--- src/rtl/panel_input_reader_pkg.sv ---
// Shared definitions for the panel input path and the display register bank.
// Holds the write-side FSM state encoding, the register bank geometry and
// the default debounce length (10 ms at 50 MHz).
package panel_input_reader_pkg;

  typedef enum logic [1:0] {
    IDLE         = 2'd0,
    WRITE        = 2'd1,
    WAIT_RELEASE = 2'd2
  } state_e;

  localparam int REG_COUNT  = 8;
  localparam int REG_ADDR_W = 3;
  localparam int REG_DATA_W = 4;

  localparam int DEBOUNCE_CYCLES_DEFAULT = 500000;

  // Pointer step; REG_COUNT is a power of two so the add wraps 7 -> 0.
  function automatic logic [REG_ADDR_W-1:0] next_addr(input logic [REG_ADDR_W-1:0] a);
    return a + REG_ADDR_W'(1);
  endfunction

endpackage

--- src/rtl/panel_input_reader_if.sv ---
// Register-bank write bus driven by the panel input reader.
//   wr_en   : one-cycle write strobe
//   wr_addr : register index, valid while wr_en=1
//   wr_data : write value, valid while wr_en=1
//   state   : write FSM state, exported for observation
// Handshake: wr_en is a fire-and-forget strobe with no ready/back-pressure;
// the bank must accept the write on the single cycle wr_en is high.
// wr_addr/wr_data hold their last values while wr_en is low.
interface panel_input_reader_if;
  import panel_input_reader_pkg::*;

  logic                  wr_en;
  logic [REG_ADDR_W-1:0] wr_addr;
  logic [REG_DATA_W-1:0] wr_data;
  state_e                state;

  modport master (output wr_en, output wr_addr, output wr_data, output state);
  modport slave  (input  wr_en, input  wr_addr, input  wr_data, input  state);
endinterface

--- src/rtl/panel_input_reader_key_debouncer.sv ---
// Pushbutton synchroniser and debouncer.
//   clock       : system clock
//   reset       : synchronous, active-high
//   key_n       : raw active-low pushbutton, asynchronous to clock
//   key_pressed : debounced level, 1 = held
// A level change is accepted only after DEBOUNCE_CYCLES consecutive edges
// on which the synchronised key differs from the stable level.
module key_debouncer #(
  parameter int DEBOUNCE_CYCLES = 500000,
  parameter int CNT_W           = 20
) (
  input  logic clock,
  input  logic reset,
  input  logic key_n,
  output logic key_pressed
);

  localparam logic [CNT_W-1:0] CNT_LAST = CNT_W'(DEBOUNCE_CYCLES - 1);

  logic             sync1_q;
  logic             sync2_q;
  logic             stable_q;
  logic [CNT_W-1:0] cnt_q;

  always_ff @(posedge clock) begin
    if (reset) begin
      sync1_q  <= 1'b1;
      sync2_q  <= 1'b1;
      stable_q <= 1'b1;
      cnt_q    <= '0;
    end else begin
      sync1_q <= key_n;
      sync2_q <= sync1_q;
      if (sync2_q != stable_q) begin
        // This edge is the DEBOUNCE_CYCLES-th differing one when the
        // counter already holds DEBOUNCE_CYCLES-1.
        if (cnt_q == CNT_LAST) begin
          stable_q <= sync2_q;
          cnt_q    <= '0;
        end else begin
          cnt_q <= cnt_q + CNT_W'(1);
        end
      end else begin
        cnt_q <= '0;
      end
    end
  end

  assign key_pressed = ~stable_q;

endmodule

--- src/rtl/panel_input_reader.sv ---
// Panel input reader: turns switches plus one pushbutton into single-cycle
// register-write transactions for the 8 x 4-bit display register bank.
//   clock, reset : system clock, synchronous active-high reset
//   key_n        : raw active-low pushbutton
//   sw_data      : value to write
//   sw_addr      : target register when auto_inc=0
//   auto_inc     : 1 = write at internal pointer and post-increment it
//   wr           : write bus (wr_en / wr_addr / wr_data / state)
//   cur_addr     : current internal pointer
//   key_pressed  : debounced key level
module panel_input_reader
  import panel_input_reader_pkg::*;
#(
  parameter int DEBOUNCE_CYCLES = DEBOUNCE_CYCLES_DEFAULT,
  parameter int CNT_W           = 20
) (
  input  logic                  clock,
  input  logic                  reset,
  input  logic                  key_n,
  input  logic [REG_DATA_W-1:0] sw_data,
  input  logic [REG_ADDR_W-1:0] sw_addr,
  input  logic                  auto_inc,
  panel_input_reader_if.master  wr,
  output logic [REG_ADDR_W-1:0] cur_addr,
  output logic                  key_pressed
);

  state_e                state_q;
  logic [REG_ADDR_W-1:0] wr_addr_q;
  logic [REG_DATA_W-1:0] wr_data_q;
  logic [REG_ADDR_W-1:0] ptr_q;
  logic                  inc_q;
  logic                  key_pressed_w;

  key_debouncer #(
    .DEBOUNCE_CYCLES (DEBOUNCE_CYCLES),
    .CNT_W           (CNT_W)
  ) u_debouncer (
    .clock       (clock),
    .reset       (reset),
    .key_n       (key_n),
    .key_pressed (key_pressed_w)
  );

  always_ff @(posedge clock) begin
    if (reset) begin
      state_q   <= IDLE;
      wr_addr_q <= '0;
      wr_data_q <= '0;
      ptr_q     <= '0;
      inc_q     <= 1'b0;
    end else begin
      case (state_q)
        IDLE: begin
          // In manual mode the pointer follows the switches so cur_addr
          // shows where the next write will land.
          if (!auto_inc) begin
            ptr_q <= sw_addr;
          end
          if (key_pressed_w) begin
            state_q   <= WRITE;
            wr_data_q <= sw_data;
            wr_addr_q <= auto_inc ? ptr_q : sw_addr;
            inc_q     <= auto_inc;
          end
        end
        WRITE: begin
          state_q <= WAIT_RELEASE;
          if (inc_q) begin
            ptr_q <= next_addr(ptr_q);
          end
        end
        WAIT_RELEASE: begin
          if (!key_pressed_w) begin
            state_q <= IDLE;
          end
        end
        default: state_q <= IDLE;
      endcase
    end
  end

  assign wr.wr_en     = (state_q == WRITE);
  assign wr.wr_addr   = wr_addr_q;
  assign wr.wr_data   = wr_data_q;
  assign wr.state     = state_q;
  assign cur_addr     = ptr_q;
  assign key_pressed  = key_pressed_w;

endmodule

--- src/flat_wrapper.sv ---
// flat-port wrapper written by rule: the top's interface ports become plain ports
module panel_input_reader_flat import panel_input_reader_pkg::*;
#(
  parameter int DEBOUNCE_CYCLES = DEBOUNCE_CYCLES_DEFAULT,
  parameter int CNT_W           = 20
)
  (clock, reset, key_n, sw_data, sw_addr, auto_inc, cur_addr, key_pressed, wr_wr_en, wr_wr_addr, wr_wr_data, wr_state);
  panel_input_reader_if wr_i ();
  input  logic clock;
  input  logic reset;
  input  logic key_n;
  input  logic [REG_DATA_W-1:0] sw_data;
  input  logic [REG_ADDR_W-1:0] sw_addr;
  input  logic auto_inc;
  output logic [REG_ADDR_W-1:0] cur_addr;
  output logic key_pressed;
  output wire logic [$bits(wr_i.wr_en)-1:0] wr_wr_en;
  output wire logic [$bits(wr_i.wr_addr)-1:0] wr_wr_addr;
  output wire logic [$bits(wr_i.wr_data)-1:0] wr_wr_data;
  output wire logic [$bits(wr_i.state)-1:0] wr_state;
  assign wr_wr_en = wr_i.wr_en;
  assign wr_wr_addr = wr_i.wr_addr;
  assign wr_wr_data = wr_i.wr_data;
  assign wr_state = wr_i.state;
  panel_input_reader #(.DEBOUNCE_CYCLES(DEBOUNCE_CYCLES), .CNT_W(CNT_W)) u_core (.clock(clock), .reset(reset), .key_n(key_n), .sw_data(sw_data), .sw_addr(sw_addr), .auto_inc(auto_inc), .wr(wr_i), .cur_addr(cur_addr), .key_pressed(key_pressed));
endmodule
--- config.mk ---
export PLATFORM = sky130hd
export DESIGN_NAME = panel_input_reader_flat
export DESIGN_NICKNAME = d
export VERILOG_FILES = /design/src/rtl/panel_input_reader_pkg.sv /design/src/rtl/panel_input_reader_if.sv /design/src/rtl/panel_input_reader_key_debouncer.sv /design/src/rtl/panel_input_reader.sv /design/src/flat_wrapper.sv
export SDC_FILE = /design/constraint.sdc
export NUM_CORES = 1
export LEC_CHECK = 0
export CAP_MARGIN = 10
export CORE_UTILIZATION = 56
export DETAILED_ROUTE_END_ITERATION = 10
export GPL_ROUTABILITY_DRIVEN = 0
export PLACE_DENSITY = 0.93
export SLEW_MARGIN = 20
export SYNTH_ARGS = -nofsm -noshare
export SYNTH_HDL_FRONTEND = slang
export SYNTH_SLANG_ARGS = --single-unit
--- constraint.sdc ---
create_clock -name clock -period 3.4 [get_ports clock]
set_input_delay 0.68 -clock clock [delete_from_list [all_inputs] [get_ports clock]]
set_output_delay 0.68 -clock clock [all_outputs]
set_load 0.005 [all_outputs]
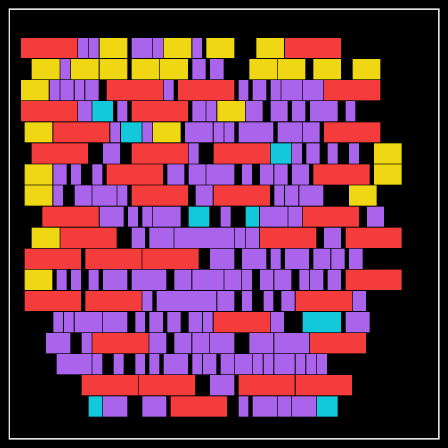
run_1/class_map.png
colour	class	cells	share of their area
red	registers	36	38%
purple	remaining logic cells	143	46%
yellow	remaining buffers and delay cells	24	13%
cyan	clock drivers and dummy loads	8	3.3%

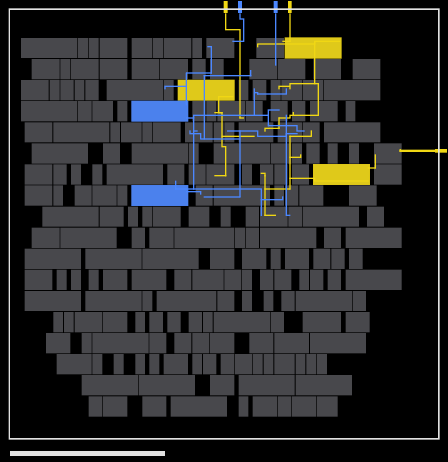
run_1/port_trees.png
Scale bar: 20 µm.
colour	port	bits	direction	end cells	buffers	wire
blue	`wr_state`	2	output	2	2	143 µm
yellow	`cur_addr`	3	output	3	3	116 µm

==> flow_summary.ini, run 1 <==
; flow metrics
[outcome]
status = finished, final reports clean

[pwr]
p_int_uw = 543
p_per_area_nw_per_um2 = 366
seqPwrFrac_pct = 61.1
switching_share_pct = 22.6
p_leak_uw = 0.000637
p_comb_share_pct = 4.8
switching_power_uw = 158
pwr-share-clk_pct = 34.1

[timing]
hold_violations = 0
fin_crit_sh_pct = 69.1
skew_ps = 6.22
setup_viol = 0
hold_ws_ps = 424
setup_ws_ps = 1050
post-route-min-period_ps = 2350
worstMarginPinSlew_ps = 778
max_freq_mhz = 425
slew_headroom_pct = 48.2
report.final.slew_viol_count = 0
rsz0062_at_grt = no
fin_tns_setup_ps = 0

[layout]
clock_area_share_pct = 3.20
regArea_um2 = 721
numSequentialCells = 36
antennaDiodeCount = 0
signal_buffers = 24
comb-cell-share_pct = 43.5
syn2layout_area_growth_pct = 20.7
logic_area_um2 = 832
largest_register_ffs = 20
buffer_area_share_pct = 12.5
seq_area_share_pct = 37.6
layout-drive-gt1-share_pct = 8.06
fillCellCount = 197
post-route-util_pct = 74.6
nets = 223
top_area_cell_class = multi-input combinational cells
top_register = u_core.u_debouncer.cnt_q
layoutNonFillerInstCount = 241
multi_input_comb_cells = 137
inverters_excl_clock = 6
clkbuf_count = 6
fin_area_um2 = 1910

[worst_setup_path]
crit_family = buffers and inverters
crit_path_start = u_core.wr.state[0]$_SDFFE_PP0P_
slowest_stage = clkdlybuf4s50_1
worstPathMaxFanout = 9
cp.required_ps = 2720
crit_type = reg -> out
worst_setup_path_start_kind = register
regToRegStartpoint = u_core.u_debouncer.cnt_q[0]$_SDFF_PP0_
worst_setup_path_end_kind = primary output
critical_path.max_stage_delay_ps = 520
path_cells = inv_1, nor2_1, clkdlybuf4s50_1
arrival_ps = 1670
crit_buf_inv = 2

[cts]
clock_sinks = 36
post_cts_buffers = 0
cts_root_buffer = clkbuf_4
numCtsBuffers = 5
clk_latency_ps = 330
tritoncts = yes
post_cts_resized = 0
cts_hold_buf = 0
htreeDepth = 2
path_clk_slew_ps = 110
clk_path_buf_depth = 2

[floorplan]
tap-cell-count = 30
die_w_um = 55.2
ioPinCount = 25
die_height_um = 55.2
num_rows = 18
initCoreUtil_pct = 61.8
die_area_um2 = 3050

[logic_synthesis]
yosysWarnings = 0
ys_sh_xor_pct = 8.83
synth.avg_cell_area_um2 = 8.48
mux_area_share_pct = 1.89
synth.top_cell.area_share_pct = 45.4
syn_area_um2 = 1590
synth_top_cell_by_area = dfxtp_1
ys.flop_type = dfxtp_1
yosys.cell_types.count = 34
common_cells = dfxtp_1 (36), nor2_1 (32), nand2_1 (18), a21oi_1 (12), xnor2_1 (11)
edf_count = 0
synthesis.nets = 200
synthSimpleGateAreaFrac_pct = 30.4
synthAoiAreaFrac_pct = 8.52
ys_async_sr_fraction_pct = 0
ys.flops = 36
yosys_area_um2 = 1590
yosysMostFrequentCell = dfxtp_1
ys_sh_adder_pct = 1.58
ys_seq_share_pct = 45.4
ys_cells = 187
area_leaders = dfxtp_1 (45%), nor2_1 (7.6%), xnor2_1 (6.1%)
syn-instance-count = 187

[min_path]
worstHoldStart = u_core.u_debouncer.sync1_q$_SDFF_PP1_
hold_class = reg -> reg

[detailed_routing]
drtIter0Drc = 29
ant_nets = 0
vias = 1397
drt_wl_total_mm = 3.51
firstDrtPassIters = 4
wire_per_inst_um = 14.5

[global_routing]
grt_pass1_wl_mm = 6.00
gr-total-overflow = 0
grt.met1_usage_pct = 27.8
antenna_found_initial = 0
track_usage_pct = 24.8
grt_pass1_vias = 1369
grt_start_max_net_pins = 21
grt.busiest_layer = met2
gr-usage-met2_pct = 43.9
grtUsageMet3_pct = 6.56

[placement]
numPortBuffers = 24
place_area_um2 = 1840
hpwl_mm = 2.45
place_inst = 233
post-place-ws_ps = 1050

[flow_run]
maxCapViolations = 0
warnings = 26
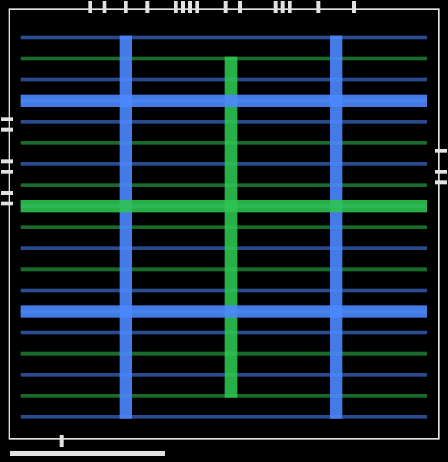
run_1/floorplan.png
Scale bar: 20 µm. Pins as bars on the die edge.
colour	net
green	VDD
blue	VSS
rows	18
signal pins	25
met5 straps	3
met1 rails	19
Peak VDD IR: 0.370 mV
Core Area: 2570 µm²

[run 1: worst register-to-register path, delay by kind of cell (launching register included)]
kind                       cells  cell delay [ps]
adders and majority gates      1              270
DFF                            1              390
AOI/OAI and AO/OA              1              140
and+or+nand+nor                3             1180
[run 1: cells in the final DEF (no fill, tap or decap), types with 2 or more instances in the layout]
cell type        synthesis  routed
dfxtp_1                 36      36
nor2_1                  32      32
clkdlybuf4s50_1          0      24
nand2_1                 18      18
a21oi_1                 12      12
xnor2_1                 11      11
nor3_1                   8       7
inv_1                    6       6
nor4_1                   6       6
xor2_1                   5       5
or3_1                    5       5
o21ai_0                  5       5
clkbuf_4                 0       5
nand4_1                  4       4
nand3_1                  4       4
mux2i_1                  3       3
nand4_2                  2       2
or2_2                    2       2
o21ai_1                  2       2
a211oi_1                 2       2
ha_1                     2       2
clkinv_2                 0       2
[run 1: final timing paths]
| kind | end | slack (ps) | depth (start not counted) |
|---|---|---|---|
| worst max-delay path | wr_wr_en | 1050 | 3 |
| worst min-delay path | u_core.u_debouncer.sync2_q$_SDFF_PP1_ | 420 | 1 |
| worst max register to register | u_core.u_debouncer.cnt_q[18]$_SDFF_PP0_ | 1360 | 5 |
| worst min register to register | u_core.u_debouncer.sync2_q$_SDFF_PP1_ | 420 | 1 |
[run 1: power groups by stage]
stage	clock network, µW	logic (µW)	registers (µW)
5_1_grt	262	36.7	430
3_3_place_gp	0	31.4	438
3_5_place_dp	0	33.0	439
4_1_cts	246	33.1	429
2_1_floorplan	0	14.6	438
6_report	239	33.5	429
[run 1: routing by layer]
layer | up-vias | wire [µm]
li1 | 696 | -
met1 | 665 | 1470
met2 | 32 | 1880
met3 | 4 | 111
met4 | 0 | 52
met5 | - | 0
run_1/util_map.png
Scale bar: 20 µm. 11 x 11 tiles, from black (low) to pale yellow (high), 0 to 100% covered.
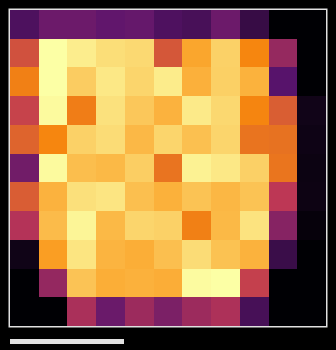

--- run 2 (diff from run 1) ---
CORE_UTILIZATION = 47   (was 56)
PLACE_DENSITY = 0.84   (was 0.93)
clock period = 1.95 ns   (was 3.4 ns; I/O delays follow)
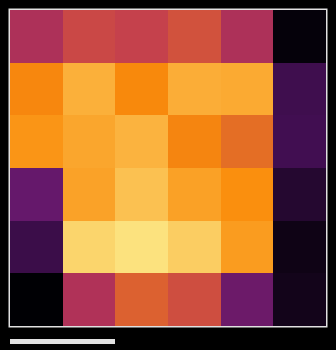
run_2/util_map.png
Scale bar: 20 µm. 6 x 6 tiles, from black (low) to pale yellow (high), 0 to 100% covered.
tiles over 75% full	39%
mean over tiles	56%
fullest tile	94%

==> flow_summary.ini, run 2 <==
; flow metrics
[logic_synthesis]
synth.avg_cell_area_um2 = 8.48
syn-instance-count = 187
common_cells = dfxtp_1 (36), nor2_1 (32), nand2_1 (18), a21oi_1 (12), xnor2_1 (11)
yosys_area_um2 = 1590
ys_async_sr_fraction_pct = 0
ys_cells = 187
area_leaders = dfxtp_1 (45%), nor2_1 (7.6%), xnor2_1 (6.1%)
syn_area_um2 = 1590
ys_seq_share_pct = 45.4
edf_count = 0
synthesis.nets = 200
ys.flop_type = dfxtp_1
synth_top_cell_by_area = dfxtp_1
ys.flops = 36
yosysMostFrequentCell = dfxtp_1
yosysWarnings = 0
synth.top_cell.area_share_pct = 45.4
yosys.cell_types.count = 34

[timing]
report.final.slew_viol_count = 0
slew_headroom_pct = 69.8
max_freq_mhz = 546
post-route-min-period_ps = 1830
setup_viol = 0
hold_violations = 0
fin_tns_setup_ps = 0
skew_ps = 7.48
worstMarginPinSlew_ps = 450
hold_ws_ps = 424
rsz0062_at_grt = no
fin_crit_sh_pct = 94.0

[floorplan]
initCoreUtil_pct = 50.7
ioPinCount = 25
die_height_um = 60.1
die_w_um = 60.1
die_area_um2 = 3610
core_area_um2 = 3130

[layout]
syn2layout_area_growth_pct = 30.0
lay_top_count = dfxtp_1
nets = 233
layoutNonFillerInstCount = 265
largest_register_ffs = 20
final_cell_mix = dfxtp_1 (35), nor2_1 (31), clkdlybuf4s50_1 (24)
antennaDiodeCount = 0
fillCellCount = 252
layout-drive-gt1-share_pct = 12.7
top_register = u_core.u_debouncer.cnt_q

[detailed_routing]
firstDrtPassIters = 4
vias = 1368
drtIter0Drc = 32
vias_per_cell = 5.16
drc = 0
wire_per_inst_um = 12.1
drt_wl_total_mm = 3.20
ant_nets = 0

[placement]
place_area_um2 = 1930
hpwl_mm = 2.28
place_inst = 257
numPortBuffers = 24

[pwr]
p_leak_uw = 0.000707
p_per_area_nw_per_um2 = 770
irDropWorstVdd_mv = 0.491

[worst_setup_path]
ff2ff_path_depth = 5
worstSetupEndpoint = wr_wr_en
worst_setup_path_start_kind = register
crit_type = reg -> out
crit_path_start = u_core.wr.state[0]$_SDFFE_PP0P_
cp.required_ps = 1560
reg2reg_slack_ps = 160
arrival_ps = 1440
worstPathMaxFanout = 5
regToRegStartpoint = u_core.u_debouncer.cnt_q[0]$_SDFF_PP0_
worst_setup_path_end_kind = primary output
rr_endpoint = u_core.u_debouncer.cnt_q[18]$_SDFF_PP0_

[min_path]
worstHoldStart = u_core.u_debouncer.sync1_q$_SDFF_PP1_
hold_end = u_core.u_debouncer.sync2_q$_SDFF_PP1_
hold_class = reg -> reg
hold_depth = 1

[global_routing]
track_usage_pct = 20.2
gr-total-overflow = 0
grt_pass1_wl_mm = 5.40
grt_pass1_vias = 1234
antenna_found_initial = 0
grt_start_max_net_pins = 18

[outcome]
status = finished, final reports clean

[cts]
cts_root_buffer = clkbuf_4
cts_hold_buf = 0
clk_latency_ps = 340
numCtsBuffers = 5
clk_path_buf_depth = 2
path_clk_slew_ps = 110
htreeDepth = 2
tritoncts = yes
clock_sinks = 36

[flow_run]
maxCapViolations = 0
warnings = 26
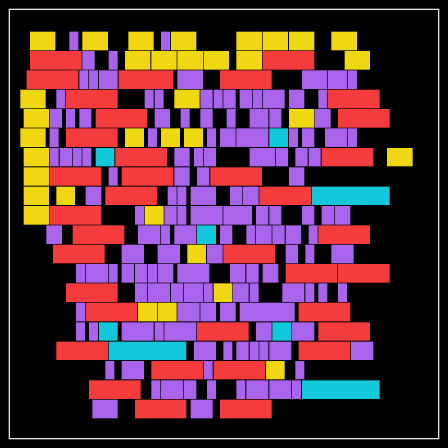
run_2/class_map.png
colour	class	cells	share of their area
purple	remaining logic cells	143	42%
red	registers	36	36%
yellow	remaining buffers and delay cells	34	16%
cyan	clock drivers and dummy loads	8	6.4%
Final Cell Area: 2060 µm²
Row Count: 20
Util after Layout: 66.0%

## run 2: kinds of logic after synthesis
| kind of cell | synth area share (%) |
|---|---|
| compound gates | 8.52 |
| xor+xnor | 8.83 |
| buf+inv | 3.31 |
| mux | 1.89 |
| simple gates | 30.4 |
| fa+ha+maj | 1.58 |
| flops | 45.4 |
## run 2: where the power goes
group	leakage [µW]	total, µW	switching, µW	internal, µW
Sequential	0.000292	748	6.53	741
Clock	0.0000654	781	253	528
Combinational	0.000350	60.3	23.6	36.6
## run 2: cell type report
| type | count | area, µm² | area share [%] |
|---|---|---|---|
| multi-input combinational | 137 | 821 | 39.8 |
| sequential | 36 | 722 | 35.0 |
| timing repair buffer | 34 | 315 | 15.3 |
| clock inverter | 3 | 90.1 | 4.37 |
| tap | 44 | 55.1 | 2.67 |
| clock buffer | 5 | 37.5 | 1.82 |
| inverter | 6 | 22.5 | 1.09 |
## run 2: worst max-delay path, cell delays in order, from the launching register on
cell	delay, ps
dfxtp_1	350
inv_1	90
nor2_2	150
clkdlybuf4s50_1	510
## run 2: metrics by stage
step                      power [µW]  worst slack [ps]
after floorplan                  789               166
after global placement           824               246
after detailed placement         825               213
after CTS                       1600              66.9
after global routing            1640              18.9
final                           1590               118
## run 2: routing by layer
metal  vias up  global-route usage [%]  share of wire (%)
li1        709                       -                  -
met1       624                    27.4                 48
met2        29                    29.4                 46
met3         6                    4.11                4.7
met4         0                    11.6                1.7
met5         -                       0                  0
## run 2: timing repair
action	in CTS	in global routing
setup endpoints to repair	0	2
buffers inserted	0	0
resized	0	2
run_2/port_trees.png
Scale bar: 20 µm.
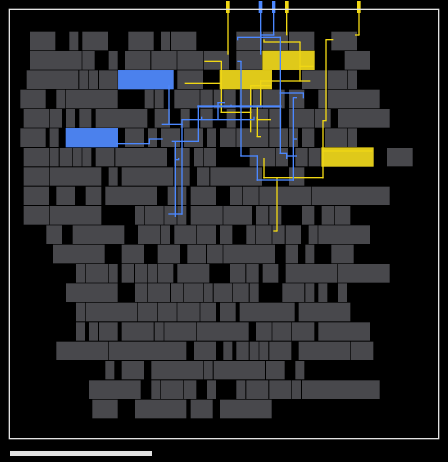

--- run 3 (diff from run 2) ---
CORE_UTILIZATION = 52   (was 47)
PLACE_DENSITY = 0.88   (was 0.84)
clock period = 1.7 ns   (was 1.95 ns; I/O delays follow)
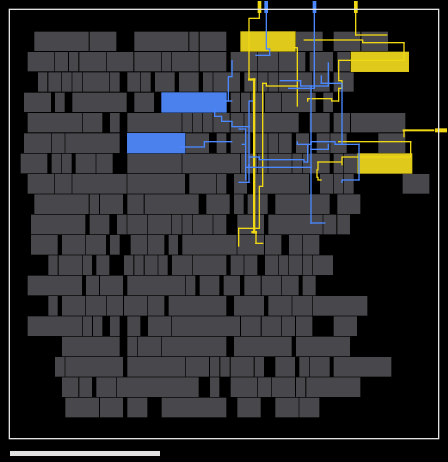
run_3/port_trees.png
Scale bar: 20 µm.
colour	port	bits	direction	end cells	buffers	wire
yellow	`cur_addr`	3	output	3	3	148 µm
blue	`wr_state`	2	output	2	3	146 µm

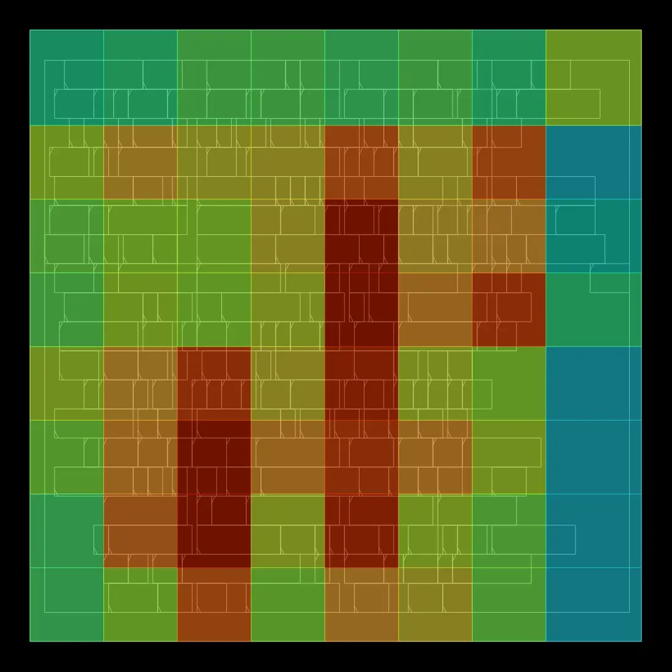
run_3/congestion_map.png
GR met1 Demand/Resource: 30.3%
Routed wire per std cell: 15.0 µm
met2 usage: 42.0%
gr busiest metal: met2
GRT Util Overall: 25.8%

==> flow_summary.ini, run 3 <==
; flow metrics
[outcome]
status = finished, final reports clean

[timing]
post-route-min-period_ps = 1700
hold_ws_ps = 429
max_freq_mhz = 589
skew_ps = 9.79
rsz0062_at_grt = yes
slew_headroom_pct = 71.9
setup_viol = 0
report.final.slew_viol_count = 0
hold_violations = 0
fin_crit_sh_pct = 99.9
worstMarginPinSlew_ps = 417

[pwr]
switching_power_uw = 347
power_uw = 1550
p_per_area_nw_per_um2 = 737
p_comb_share_pct = 5.0
pwr-share-clk_pct = 39.7
irDropWorstVdd_mv = 0.738
switching_share_pct = 22.5
p_leak_uw = 0.000752
p_int_uw = 1200
seqPwrFrac_pct = 55.3

[cts]
tritoncts = yes
clk_path_buf_depth = 2
clock_sinks = 36
cts_root_buffer = clkbuf_4
path_clk_slew_ps = 110
clk_latency_ps = 360
numCtsBuffers = 5
cts_hold_buf = 0
htreeDepth = 2

[worst_setup_path]
path_cells = ha_4, nand4_4, or4_1, or3_1, a21oi_2
crit_type = reg -> reg
crit_family = simple AND/OR/NAND/NOR gates
slowest_stage = or4_1
critical_path_depth = 5
worst_setup_path_end_kind = register
regToRegStartpoint = u_core.u_debouncer.cnt_q[0]$_SDFF_PP0_
crit_buf_inv = 0
cp.required_ps = 2000
critical_path.max_stage_delay_ps = 530
reg2reg_slack_ps = 2
worst_setup_path_start_kind = register
rr_endpoint = u_core.u_debouncer.cnt_q[18]$_SDFF_PP0_
ff2ff_path_depth = 5
crit_path_start = u_core.u_debouncer.cnt_q[0]$_SDFF_PP0_
arrival_ps = 2000
worstPathMaxFanout = 4
worstSetupEndpoint = u_core.u_debouncer.cnt_q[18]$_SDFF_PP0_

[min_path]
hold_class = reg -> reg
hold_end = u_core.u_debouncer.sync2_q$_SDFF_PP1_
worstHoldStart = u_core.u_debouncer.sync1_q$_SDFF_PP1_
hold_depth = 1

[logic_synthesis]
ys_async_sr_fraction_pct = 0
logic_family = simple AND/OR/NAND/NOR gates
yosys_area_um2 = 1590
common_cells = dfxtp_1 (36), nor2_1 (32), nand2_1 (18), a21oi_1 (12), xnor2_1 (11)
ys_sh_xor_pct = 8.83
yosysMostFrequentCell = dfxtp_1
ys_sh_adder_pct = 1.58
syn_area_um2 = 1590
edf_count = 0
synth_top_cell_by_area = dfxtp_1
synthSimpleGateAreaFrac_pct = 30.4
area_leaders = dfxtp_1 (45%), nor2_1 (7.6%), xnor2_1 (6.1%)
ys.flop_type = dfxtp_1
synthAoiAreaFrac_pct = 8.52
yosys.cell_types.count = 34
syn-instance-count = 187
mux_area_share_pct = 1.89
ys.flops = 36
ys_cells = 187
synthesis.nets = 200
yosysWarnings = 0
synth.top_cell.area_share_pct = 45.4
ys_seq_share_pct = 45.4
synth.avg_cell_area_um2 = 8.48

[layout]
layout-drive-gt1-share_pct = 20.6
largest_register_ffs = 20
syn2layout_area_growth_pct = 32.2
antennaDiodeCount = 0
lay_top_count = nor2_1
final_cell_mix = nor2_1 (32), dfxtp_1 (24), clkdlybuf4s50_1 (22)
nets = 240
fillCellCount = 180
regArea_um2 = 743
logic_area_um2 = 843
top_register = u_core.u_debouncer.cnt_q

[detailed_routing]
vias = 1504
vias_per_cell = 5.81
drtIter0Drc = 57
ant_nets = 0
drt_wl_total_mm = 3.89
drc = 0
firstDrtPassIters = 5

[global_routing]
grt_pass1_vias = 1415
antenna_found_initial = 0
grt_pass1_wl_mm = 6.35
gr-total-overflow = 0
grt_start_max_net_pins = 14

[floorplan]
num_rows = 19
die_height_um = 57.2
die_area_um2 = 3280
ioPinCount = 25
core_area_um2 = 2830
die_w_um = 57.2
initCoreUtil_pct = 56.1

[flow_run]
maxCapViolations = 0
warnings = 27

[placement]
numPortBuffers = 24
hpwl_mm = 2.77
[run 3: logic make-up (layout without fill, tap and decap cells)]
kind of cell | after synthesis | in the layout
simple gates | 92 | 92
flops | 36 | 36
compound gates | 24 | 24
xor+xnor | 16 | 16
buf+inv | 14 | 55
mux | 3 | 3
fa+ha+maj | 2 | 2
[run 3: power by group through the flow]
stage / Combinational (µW) / Clock, µW / Sequential [µW]
global placement: 71.5 / 0 / 876
CTS: 76.3 / 621 / 858
detailed placement: 75.8 / 0 / 878
global route: 83.3 / 653 / 856
finish: 77.3 / 614 / 854
floorplan: 29.3 / 0 / 876
[run 3: layout make-up]
| cell class | count | area share [%] |
|---|---|---|
| inverter | 6 | 1.07 |
| clock inverter | 3 | 2.03 |
| timing repair buffer | 41 | 17.6 |
| tap | 31 | 1.85 |
| multi-input combinational | 137 | 40.2 |
| clock buffer | 5 | 1.79 |
| sequential | 36 | 35.4 |
[run 3: per-layer routing]
metal,global-route usage [%],routed length (µm)
met1,30.3,1690
met2,42.0,1910
met3,6.80,179
met4,16.0,117
met5,0,0
[run 3: repair_timing]
item,4_1_cts,5_1_grt
resized,6,10
setup endpoints to repair,5,7
cloned,0,0
pin swaps,0,1
setup buffers,0,1
[run 3: metrics by stage]
step           worst slack, ps  TNS [ps]  util, %  instance area (µm²)  instances
6_report                  1.58         0     74.1                 2100        259
5_1_grt                  -59.8     -61.7     74.1                 2100        259
4_1_cts                   1.30         0     73.2                 2070        258
3_5_place_dp              4.18         0     70.1                 1980        250
3_3_place_gp              55.2         0     70.1                 1980        250
2_1_floorplan             37.2         0        -                 1610        187
Power is estimated from default activity; no workload was simulated.
